Run 1, M1 wires:
Drawn at 4 px/um. Supply wires on this layer in gray.
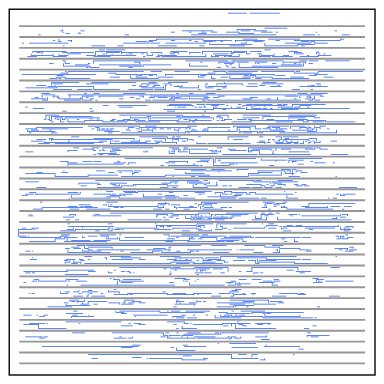
Run 1, M2 wires:
Drawn at 3 px/um. Cells faint in the background.
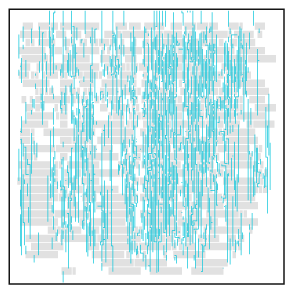
Run 1, metal 3:
Drawn at 4 px/um.
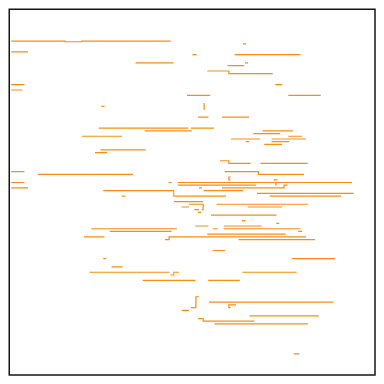
Run 1, met4 routing:
Drawn at 4 px/um. Supply wires on this layer in gray.
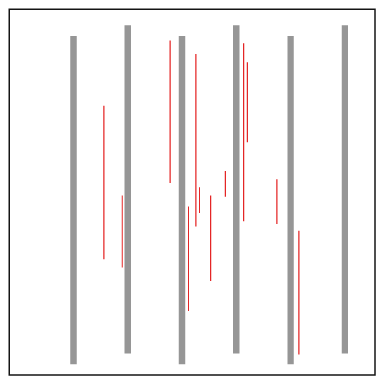
**config.mk**
```make
export PLATFORM = sky130hd
export DESIGN_NAME = sta_result_collector_flat
export DESIGN_NICKNAME = d
export VERILOG_FILES = /design/src/rtl/sta_result_collector_pkg.sv /design/src/rtl/sta_result_collector_if.sv /design/src/rtl/sta_result_collector_path_buf.sv /design/src/rtl/sta_result_collector.sv /design/src/flat_wrapper.sv
export SDC_FILE = /design/constraint.sdc
export NUM_CORES = 1
export LEC_CHECK = 0
export ABC_AREA = 1
export CAP_MARGIN = 0
export CORE_MARGIN = 2
export CORE_UTILIZATION = 53
export DETAILED_ROUTE_END_ITERATION = 8
export MAX_ROUTING_LAYER = met4
export PLACE_DENSITY_LB_ADDON = 0.12
export RECOVER_POWER = 100
export SLEW_MARGIN = 20
export SYNTH_ARGS = -nofsm -noshare
export SYNTH_HDL_FRONTEND = slang
export SYNTH_SLANG_ARGS = --single-unit
```
**constraint.sdc**
```tcl
create_clock -name clk -period 1.66 [get_ports clk]
set_input_delay 0.332 -clock clk [delete_from_list [all_inputs] [get_ports clk]]
set_output_delay 0.332 -clock clk [all_outputs]
set_load 0.03 [all_outputs]
```
**src/rtl/sta_result_collector_pkg.sv**
```systemverilog
// Shared types and constants for the STA result collector.
//   node_t        : one STA path node id (4 bits)
//   delay_t       : STA worst-delay value (8 bits)
//   state_e       : collector FSM states
//   HDR_TRUNC_BIT : header bit set when the stream held more nodes than the buffer
//   HDR_ERR_BIT   : header bit carrying the optional path-check result
//   idx_width()   : address width for a buffer of the given depth (at least 1 bit)
package sta_result_collector_pkg;

    typedef logic [3:0] node_t;
    typedef logic [7:0] delay_t;

    typedef enum logic [2:0] {
        StIdle,
        StCollect,
        StHdrWd,
        StHdrLen,
        StNodes
    } state_e;

    localparam int unsigned HDR_TRUNC_BIT = 7;
    localparam int unsigned HDR_ERR_BIT   = 6;

    function automatic int unsigned idx_width(input int unsigned depth);
        return (depth > 1) ? $clog2(depth) : 1;
    endfunction

endpackage

```
**src/rtl/sta_result_collector_if.sv**
```systemverilog
// Stream interface of the STA result collector.
//   in_valid/worst_delay/path : STA core result stream (one node per valid cycle)
//   out_valid/out_data/out_last/out_ready : framed 8-bit beats to the consumer
// Modports:
//   master : the collector (consumes the STA stream, produces beats)
//   slave  : the environment (drives the STA stream, accepts beats)
interface sta_result_collector_if;
    import sta_result_collector_pkg::*;

    logic   in_valid;
    delay_t worst_delay;
    node_t  path;
    logic   out_valid;
    delay_t out_data;
    logic   out_last;
    logic   out_ready;

    modport master (
        input  in_valid, worst_delay, path, out_ready,
        output out_valid, out_data, out_last
    );

    modport slave (
        output in_valid, worst_delay, path, out_ready,
        input  out_valid, out_data, out_last
    );

endinterface

```
**src/rtl/sta_result_collector_path_buf.sv**
```systemverilog
// Path-node storage for the result collector: DEPTH x 4-bit register file with one
// synchronous write port and one asynchronous read port. Storage is not reset;
// the owner qualifies contents with its node count.
// Ports:
//   clk   : clock
//   we    : write enable
//   waddr : write address
//   wdata : node written
//   raddr : read address
//   rdata : node stored at raddr
module sta_result_collector_path_buf
    import sta_result_collector_pkg::*;
#(
    parameter int unsigned DEPTH = 16,
    parameter int unsigned IDX_W = 4
) (
    input  logic             clk,
    input  logic             we,
    input  logic [IDX_W-1:0] waddr,
    input  node_t            wdata,
    input  logic [IDX_W-1:0] raddr,
    output node_t            rdata
);

    node_t mem [DEPTH];

    always_ff @(posedge clk) begin
        if (we) begin
            mem[waddr] <= wdata;
        end
    end

    assign rdata = mem[raddr];

endmodule

```
**src/rtl/sta_result_collector.sv**
```systemverilog
// Captures one STA result stream (worst delay + path nodes) and replays it as a
// frame of 8-bit beats: worst delay, header {trunc, err, 0, len[4:0]}, then one
// beat per stored node. Outputs decode from registered state only.
// Optional feature macro: STA_PATH_CHECK_EN (endpoint and repeated-node check
// reported in header bit 6; without it that bit is always 0).
// Ports:
//   clk     : clock, rising edge
//   rst_n   : asynchronous active-low reset
//   bus     : stream interface (master modport)
//   busy    : FSM not idle
//   overrun : sticky, a stream arrived while a frame was draining
module sta_result_collector
    import sta_result_collector_pkg::*;
#(
    parameter int unsigned DEPTH    = 16,
    parameter int unsigned SRC_NODE = 0,
    parameter int unsigned DST_NODE = 1
) (
    input  logic                          clk,
    input  logic                          rst_n,
    sta_result_collector_if.master        bus,
    output logic                          busy,
    output logic                          overrun
);

    localparam int unsigned CntW = $clog2(DEPTH + 1);
    localparam int unsigned IdxW = idx_width(DEPTH);

    state_e          state_q, state_d;
    logic [CntW-1:0] cnt_q, cnt_d;
    logic [IdxW-1:0] idx_q, idx_d;
    delay_t          wd_q, wd_d;
    logic            trunc_q, trunc_d;
    logic            overrun_q, overrun_d;

    logic            buf_we;
    logic [IdxW-1:0] buf_waddr;
    node_t           buf_rdata;
    logic            err;
    logic            last_node;
    delay_t          hdr;

    sta_result_collector_path_buf #(
        .DEPTH (DEPTH),
        .IDX_W (IdxW)
    ) u_path_buf (
        .clk   (clk),
        .we    (buf_we),
        .waddr (buf_waddr),
        .wdata (bus.path),
        .raddr (idx_q),
        .rdata (buf_rdata)
    );

    assign last_node = (CntW'(idx_q) == cnt_q - CntW'(1));

    always_comb begin
        hdr                = '0;
        hdr[HDR_TRUNC_BIT] = trunc_q;
        hdr[HDR_ERR_BIT]   = err;
        hdr[4:0]           = 5'(cnt_q);
    end

    always_comb begin
        state_d       = state_q;
        cnt_d         = cnt_q;
        idx_d         = idx_q;
        wd_d          = wd_q;
        trunc_d       = trunc_q;
        overrun_d     = overrun_q;
        buf_we        = 1'b0;
        buf_waddr     = '0;
        bus.out_valid = 1'b0;
        bus.out_data  = '0;
        bus.out_last  = 1'b0;

        case (state_q)
            StIdle: begin
                if (bus.in_valid) begin
                    wd_d    = bus.worst_delay;
                    buf_we  = 1'b1;
                    cnt_d   = CntW'(1);
                    trunc_d = 1'b0;
                    state_d = StCollect;
                end
            end
            StCollect: begin
                if (bus.in_valid) begin
                    if (cnt_q < CntW'(DEPTH)) begin
                        buf_we    = 1'b1;
                        buf_waddr = IdxW'(cnt_q);
                        cnt_d     = cnt_q + CntW'(1);
                    end else begin
                        // Buffer full: drop the node, keep the count saturated.
                        trunc_d = 1'b1;
                    end
                end else begin
                    state_d = StHdrWd;
                end
            end
            StHdrWd: begin
                bus.out_valid = 1'b1;
                bus.out_data  = wd_q;
                if (bus.out_ready) begin
                    state_d = StHdrLen;
                end
            end
            StHdrLen: begin
                bus.out_valid = 1'b1;
                bus.out_data  = hdr;
                if (bus.out_ready) begin
                    idx_d   = '0;
                    state_d = StNodes;
                end
            end
            StNodes: begin
                bus.out_valid = 1'b1;
                bus.out_data  = {4'b0, buf_rdata};
                bus.out_last  = last_node;
                if (bus.out_ready) begin
                    if (last_node) begin
                        state_d = StIdle;
                    end else begin
                        idx_d = idx_q + IdxW'(1);
                    end
                end
            end
            default: state_d = StIdle;
        endcase

        // A new stream during drain cannot be captured; flag it and keep draining.
        if (bus.in_valid && (state_q inside {StHdrWd, StHdrLen, StNodes})) begin
            overrun_d = 1'b1;
        end
    end

    always_ff @(posedge clk or negedge rst_n) begin
        if (!rst_n) begin
            state_q   <= StIdle;
            cnt_q     <= '0;
            idx_q     <= '0;
            wd_q      <= '0;
            trunc_q   <= 1'b0;
            overrun_q <= 1'b0;
        end else begin
            state_q   <= state_d;
            cnt_q     <= cnt_d;
            idx_q     <= idx_d;
            wd_q      <= wd_d;
            trunc_q   <= trunc_d;
            overrun_q <= overrun_d;
        end
    end

`ifdef STA_PATH_CHECK_EN
    logic [15:0] seen_q;
    logic        first_bad_q;
    logic        dup_q;
    node_t       last_q;

    // Track only stored nodes; dropped (truncated) nodes are not checked.
    always_ff @(posedge clk or negedge rst_n) begin
        if (!rst_n) begin
            seen_q      <= '0;
            first_bad_q <= 1'b0;
            dup_q       <= 1'b0;
            last_q      <= '0;
        end else if (buf_we) begin
            if (state_q == StIdle) begin
                seen_q      <= 16'(1) << bus.path;
                first_bad_q <= (bus.path != node_t'(SRC_NODE));
                dup_q       <= 1'b0;
            end else begin
                if (seen_q[bus.path]) begin
                    dup_q <= 1'b1;
                end
                seen_q[bus.path] <= 1'b1;
            end
            last_q <= bus.path;
        end
    end

    assign err = first_bad_q | dup_q | (last_q != node_t'(DST_NODE));
`else
    // Folds to constant 0; only keeps the node parameters referenced.
    assign err = (SRC_NODE == DST_NODE) & 1'b0;
`endif

    assign busy    = (state_q != StIdle);
    assign overrun = overrun_q;

endmodule
```
**src/flat_wrapper.sv**
```systemverilog
// flat-port wrapper written by rule: the top's interface ports become plain ports
module sta_result_collector_flat import sta_result_collector_pkg::*;
#(
    parameter int unsigned DEPTH    = 16,
    parameter int unsigned SRC_NODE = 0,
    parameter int unsigned DST_NODE = 1
)
  (clk, rst_n, busy, overrun, bus_in_valid, bus_worst_delay, bus_path, bus_out_ready, bus_out_valid, bus_out_data, bus_out_last);
  sta_result_collector_if bus_i ();
  input  logic clk;
  input  logic rst_n;
  output logic busy;
  output logic overrun;
  input wire logic [$bits(bus_i.in_valid)-1:0] bus_in_valid;
  input wire logic [$bits(bus_i.worst_delay)-1:0] bus_worst_delay;
  input wire logic [$bits(bus_i.path)-1:0] bus_path;
  input wire logic [$bits(bus_i.out_ready)-1:0] bus_out_ready;
  output wire logic [$bits(bus_i.out_valid)-1:0] bus_out_valid;
  output wire logic [$bits(bus_i.out_data)-1:0] bus_out_data;
  output wire logic [$bits(bus_i.out_last)-1:0] bus_out_last;
  assign bus_i.in_valid = bus_in_valid;
  assign bus_i.worst_delay = bus_worst_delay;
  assign bus_i.path = bus_path;
  assign bus_i.out_ready = bus_out_ready;
  assign bus_out_valid = bus_i.out_valid;
  assign bus_out_data = bus_i.out_data;
  assign bus_out_last = bus_i.out_last;
  sta_result_collector #(.DEPTH(DEPTH), .SRC_NODE(SRC_NODE), .DST_NODE(DST_NODE)) u_core (.clk(clk), .rst_n(rst_n), .bus(bus_i), .busy(busy), .overrun(overrun));
endmodule
```
==> impl_metrics.ini, run 1 <==
; implementation run metrics
[power]
total_power_mw = 8.542
p_clk_share_pct = 15.4
vdd_drop_max_v = 0.0008998
power_density_nw_per_um2 = 1538
power_frac_seq_pct = 32.4

[logic_synthesis]
synth_cell_type_count = 28
fp_nets = 428
ys_area_sq_um = 4018
syn_avg_cell_area_sq_um = 9.823
async_reset_ff_share_pct = 25.58
ys.flop_type = edfxtp_1

[timing]
setup_slack_ns = -0.6496
hold_ws_ns = 0.4683
hold_viol = 0
max-slew-margin-rel_pct = 44.88
setup_viol = 86
clock_skew_ns = 0.005871
grt_setup_unrepaired = true
fmax_mhz = 433.0
drv_slew = 0

[floorplan]
ios = 28
rows = 31
dieArea_sq_um = 8293
core_area_sq_um = 7292

[flow_run]
warning_count = 30
drv_cap = 0

[run_status]
violations = negative setup slack
status = finished, violations left

[critical_path]
crit_top_cell = nand2_2
r2r_slack_ns = -0.53
critPathLaunch = u_core.idx_q[0]
reg2regPathDepth = 15
cp-endpoint = bus_out_data[2]
crit_chain = inv_4 > clkbuf_16 > o21ai_0 > o211ai_1 > nand3_1 > nand2_2 > nand2_2 > nand2_4 > buf_4
crit_path_end_kind = output port
critPathKind = flip-flop to output port

[cells_and_area]
final_nets = 524
antenna-diode-count = 0

[cts]
cts_sinks = 86
root_buffer = clkbuf_8
clk_pin_slew_worst_paths_ns = 0.09
cts_buffers = 9

[global_routing]
antenna_found_initial = 0
grt_pass1_vias = 3066
grt_overflow_total = 0

[hold_path]
hold_class = flip-flop to flip-flop

[placed_design]
place_ws_ns = -0.2230

[drt]
wl_per_cell_um = 17.80
drt_iter0_drc = 332
-- 'M1 wires' (at the start) --
490 nets have wire on it. The longest straight run is 57.0 um. The layer holds 41% of the routed length. The wires run mostly horizontal.
total wire length: 10.84 mm
Via Count: 3,390
met1 Use GR: 36.60%

-- 'M2 wires' (at the start) --
430 nets have wire on it. The layer holds 48% of the routed length. The wires run mostly vertical. The layer carries 5,220 um of wire. The longest straight run is 57.1 um.
M2 GR Usage: 37.65%

-- 'metal 3' (at the start) --
The longest straight run is 43.2 um. The layer carries 840 um of wire. The layer holds 7.8% of the routed length. The wires run mostly horizontal.
met3 GRT Util: 3.900%

-- 'met4 routing' (at the start) --
The layer carries 299 um of wire. The wires run mostly vertical. The layer holds 2.8% of the routed length. 10 nets have wire on it. The longest straight run is 44.2 um.

==> run 1: flip-flops by register name, indices dropped and copies added, names as in the netlist <==
signal	flops
u_core.u_path_buf.mem	64
u_core.state_q	3
u_core.trunc_q	1
u_core.overrun	1
u_core.idx_q	4
u_core.wd_q	8
u_core.cnt_q	5
==> run 1: through the flow <==
stage | util, % | std cells | TNS [ns] | instance area [sq um]
final | 76.17 | 609 | -17.34 | 5554
after global routing | 76.17 | 609 | -25.34 | 5554
after CTS | 73.32 | 602 | -7.037 | 5346
after detailed placement | 65.41 | 570 | -12.67 | 4770
after global placement | 65.41 | 570 | -11.95 | 4770
after floorplan | - | 409 | -0.3993 | 4088
==> run 1: power by group through the flow <==
stage	clock network, mW	registers, mW	logic, mW
after floorplan	0	2.74	1.88
final	1.32	2.77	4.46
after detailed placement	0	2.76	3.07
after global routing	1.39	2.80	4.77
after global placement	0	2.76	3.02
after CTS	1.31	2.73	3.84
==> run 1: final cells by class <==
cell class                 count  area [sq um]  area share (%)
clock buffer                   9         123.9           2.230
clock inverter                 7         48.80          0.8786
inverter                      30         130.1           2.343
multi-input combinational    277          1659           29.87
sequential                    86          2475           44.56
tap                           99         123.9           2.230
timing repair buffer         101         993.5           17.89
==> run 1: synthesized netlist by cell type (all sizes together) (3+ instances only) <==
| master | number |
|---|---|
| edfxtp | 64 |
| nand2 | 85 |
| dfrtp | 22 |
| o211ai | 16 |
| nand3 | 30 |
| nor2 | 84 |
| ha | 3 |
| o21ai | 47 |
| inv | 30 |
| a21oi | 7 |
| buf | 15 |
==> run 1: cells in the final DEF, fill, tap and decap left out, types with 16 or more instances in the layout <==
cell type | Yosys | final
buf_4 | 3 | 42
o21ai_0 | 45 | 27
nand2_1 | 76 | 58
edfxtp_1 | 64 | 64
dfrtp_1 | 22 | 20
nor2_1 | 81 | 59
nand3_1 | 27 | 23
o211ai_1 | 16 | 16
buf_6 | 3 | 28
inv_1 | 23 | 19
nor2_4 | 1 | 16
==> run 1: routing by layer <==
metal / part of all wire [%] / wire length, um / vias up / global-route usage, %
met1: 41 / 4485 / 1621 / 36.60
met5: 0 / 0 / - / -
met2: 48 / 5217 / 166 / 37.65
li1: - / - / 1576 / -
met4: 2.7 / 298 / 0 / 8.207
met3: 7.7 / 840 / 27 / 3.900
==> run 1: cells by family (layout without fill, tap and decap cells) <==
family	count (synthesis)	after routing	synth area share [%]
AOI/OAI and AO/OA	72	72	10.31
xor gates and xnor gates	2	2	0.4361
adders and majority gates	3	3	0.9344
buffers and inverters	46	147	5.419
DFF	86	86	61.54
and+or+nand+nor	200	200	21.36
==> run 1: timing repair <==
item	CTS	global route
endpoints found under the setup margin	59	84
gates resized	86	50
gates cloned	1	2
endpoints found under the hold margin	0	0
pin swaps	13	21
setup buffers	16	8
==> run 1: worst min-delay path by stage <==
stage                                   end  slack [ns]  depth (start not counted)
after detailed placement     u_core.overrun        0.45                          1
after CTS                 u_core.state_q[1]        0.33                          2
after global routing         u_core.overrun        0.48                          1
after global placement       u_core.overrun        0.44                          1
after floorplan             u_core.cnt_q[0]        0.04                          0
final                        u_core.overrun        0.47                          1
Run 1, placed standard cells:
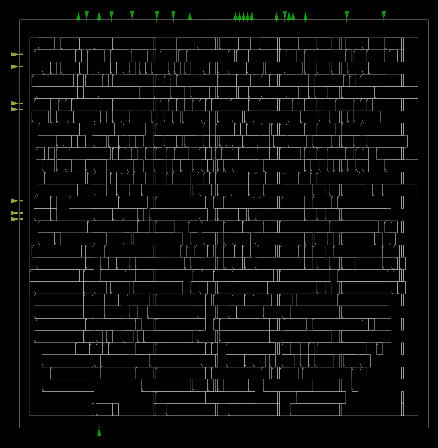

==> inputs of run 2 (changes only) <==
Settings changed: CORE_ASPECT_RATIO from default to 1.4, GPL_ROUTABILITY_DRIVEN from default to 0.
Clock period 1.66 ns to 1.9 ns, I/O delays scaled along.
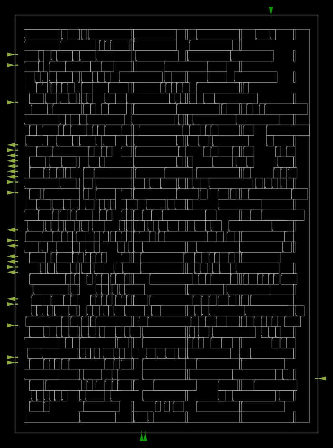
Run 2: placed standard cells
row cnt: 37
Core Box Area: 7361 sq um
num tapcells: 97
Layout Utilization: 69.54%

==> run 2 against run 1 <==
Compared with the run above:
- the run still ends with negative setup slack left
- sequential share of layout area rose by 3.8 points
- combinational power fell by 33%
- count of clock-buffer cells in the layout rose by 6
- critical path depth rose by 2
- cell count fell by 4.4%
- utilization fell by 6.6 points
- register-to-register slack improved by 0.52 ns
- largest cell class unchanged
==> impl_metrics.ini, run 2 <==
; implementation run metrics
[global_routing]
met3_usage_pct = 5.219
use_met1_pct = 27.85
grt-busiest-layer = met2
grt_pass1_vias = 3073
use_met2_pct = 45.32

[logic_synthesis]
top_cell = nor2_1
async_reset_ff_share_pct = 25.58
ys_area_sq_um = 4018
syn_avg_cell_area_sq_um = 9.823
compound_area_share_pct = 10.31
synthTopCellsByCount = 81 x nor2_1, 76 x nand2_1, 64 x edfxtp_1, 45 x o21ai_0, 27 x nand3_1
ys.flop_type = edfxtp_1
topCombFamilyByArea = simple AND/OR/NAND/NOR gates
synth_xor_xnor_area_share_pct = 0.4360
fp_nets = 428

[cells_and_area]
reg.largest.list = u_core.u_path_buf.mem (64), u_core.wd_q (8), u_core.cnt_q (5)
final_nets = 499
final_cell_mix = 71 x nand2_1, 64 x edfxtp_1, 61 x nor2_1, 32 x buf_4, 30 x o21ai_0
top_register = u_core.u_path_buf.mem
antenna-diode-count = 0
layout.cells.non_filler = 582

[timing]
setup_viol = 23
drv_slew = 0
fmax_mhz = 442.2
setup_slack_ns = -0.3616
hold_viol = 0
clock_skew_ns = 0.007515
grt_setup_unrepaired = true

[hold_path]
min_path_cells = 1
hold_class = flip-flop to flip-flop

[critical_path]
crit_top_cell = nand2_1
r2r_slack_ns = -0.01
critPathKind = flip-flop to output port
crit_chain = buf_6 > buf_8 > nor2_2 > nor2_1 > o21ai_1 > o211ai_1 > nand3_1 > nand2_1 > nand2_1 > nand2_1 > buf_6
reg2regPathDepth = 9
crit_path_end_kind = output port

[run_status]
status = finished, violations left
violations = negative setup slack

[cts]
cts_sinks = 86

[floorplan]
dieArea_sq_um = 8303

[drt]
drt_iter0_drc = 234

[flow_run]
drv_cap = 0

[placed_design]
placed_cell_area_sq_um = 4579
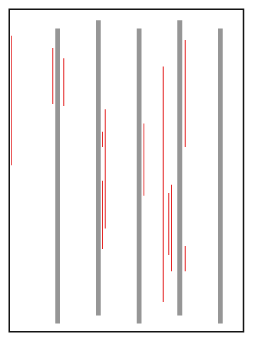
Run 2: met4 routing
Drawn at 3 px/um. Supply wires on this layer in gray.
Via Count: 3,096
total wire length: 9.916 mm

## run 2: path summary, 6_finish.rpt
check                                  start               to
min in group asynchronous              rst_n   u_core.wd_q[5]
max reg2reg                u_core.state_q[2]  u_core.cnt_q[3]
min                           u_core.overrun   u_core.overrun
max in group asynchronous              rst_n  u_core.idx_q[3]
max                          u_core.idx_q[0]  bus_out_data[0]
min reg2reg                   u_core.overrun   u_core.overrun
## run 2: kinds of logic (layout without fill, tap and decap cells)
logic type / count (synthesis) / in the layout
flip-flops: 86 / 86
AND-OR/OR-AND: 72 / 72
XOR/XNOR: 2 / 2
adder cells (fa/ha/maj): 3 / 3
buffers and inverters: 46 / 122
AND/OR/NAND/NOR: 200 / 200
## run 2: timing repair
item	4_1_cts	5_1_grt
gates cloned	1	1
setup endpoints to repair	8	37
pin swaps	13	22
gates resized	35	52
hold buffers	0	0
setup buffers	3	7
## run 2: where the power goes
group	total, mW	switching (mW)	internal, mW
registers	2.39	0.144	2.24
logic	2.98	1.76	1.22
clock network	1.37	0.626	0.741
total	6.73	2.53	4.20
## run 2: final cells by class
| class | instances | area share, % |
|---|---|---|
| Clock inverter | 1 | 0.09778 |
| Timing Repair Buffer | 76 | 14.08 |
| Sequential cell | 86 | 48.35 |
| Multi-Input combinational cell | 277 | 28.62 |
| Inverter | 30 | 2.200 |
| Clock buffer | 15 | 4.278 |
| Tap cell | 97 | 2.371 |
## run 2: worst reg2reg max path, delay by kind of cell (launching register included)
family / cells / cell delay (ns)
and+or+nand+nor: 4 / 0.64
AOI/OAI and AO/OA: 2 / 0.22
DFF: 1 / 0.40
buffers and inverters: 3 / 0.53
## run 2: metrics by stage
step	util, %	hold WS, ns	setup TNS [ns]	setup WS, ns
global route	69.54	0.4918	-10.90	-0.4802
finish	69.54	0.4659	-2.995	-0.3616
floorplan	-	0.08441	0	0.04100
global placement	62.21	0.4439	-0.4827	-0.06317
detailed placement	62.21	0.4483	-0.5471	-0.07139
CTS	66.97	0.3530	-1.645	-0.3520
## run 2: metal layers
| metal | up-vias | routed length [um] |
|---|---|---|
| met3 | 30 | 440 |
| met4 | 0 | 337 |
| met2 | 95 | 5397 |
| met1 | 1448 | 3739 |
| met5 | - | 0 |
| li1 | 1523 | - |
No activity file was given, so power comes from the tool's default toggle rates.
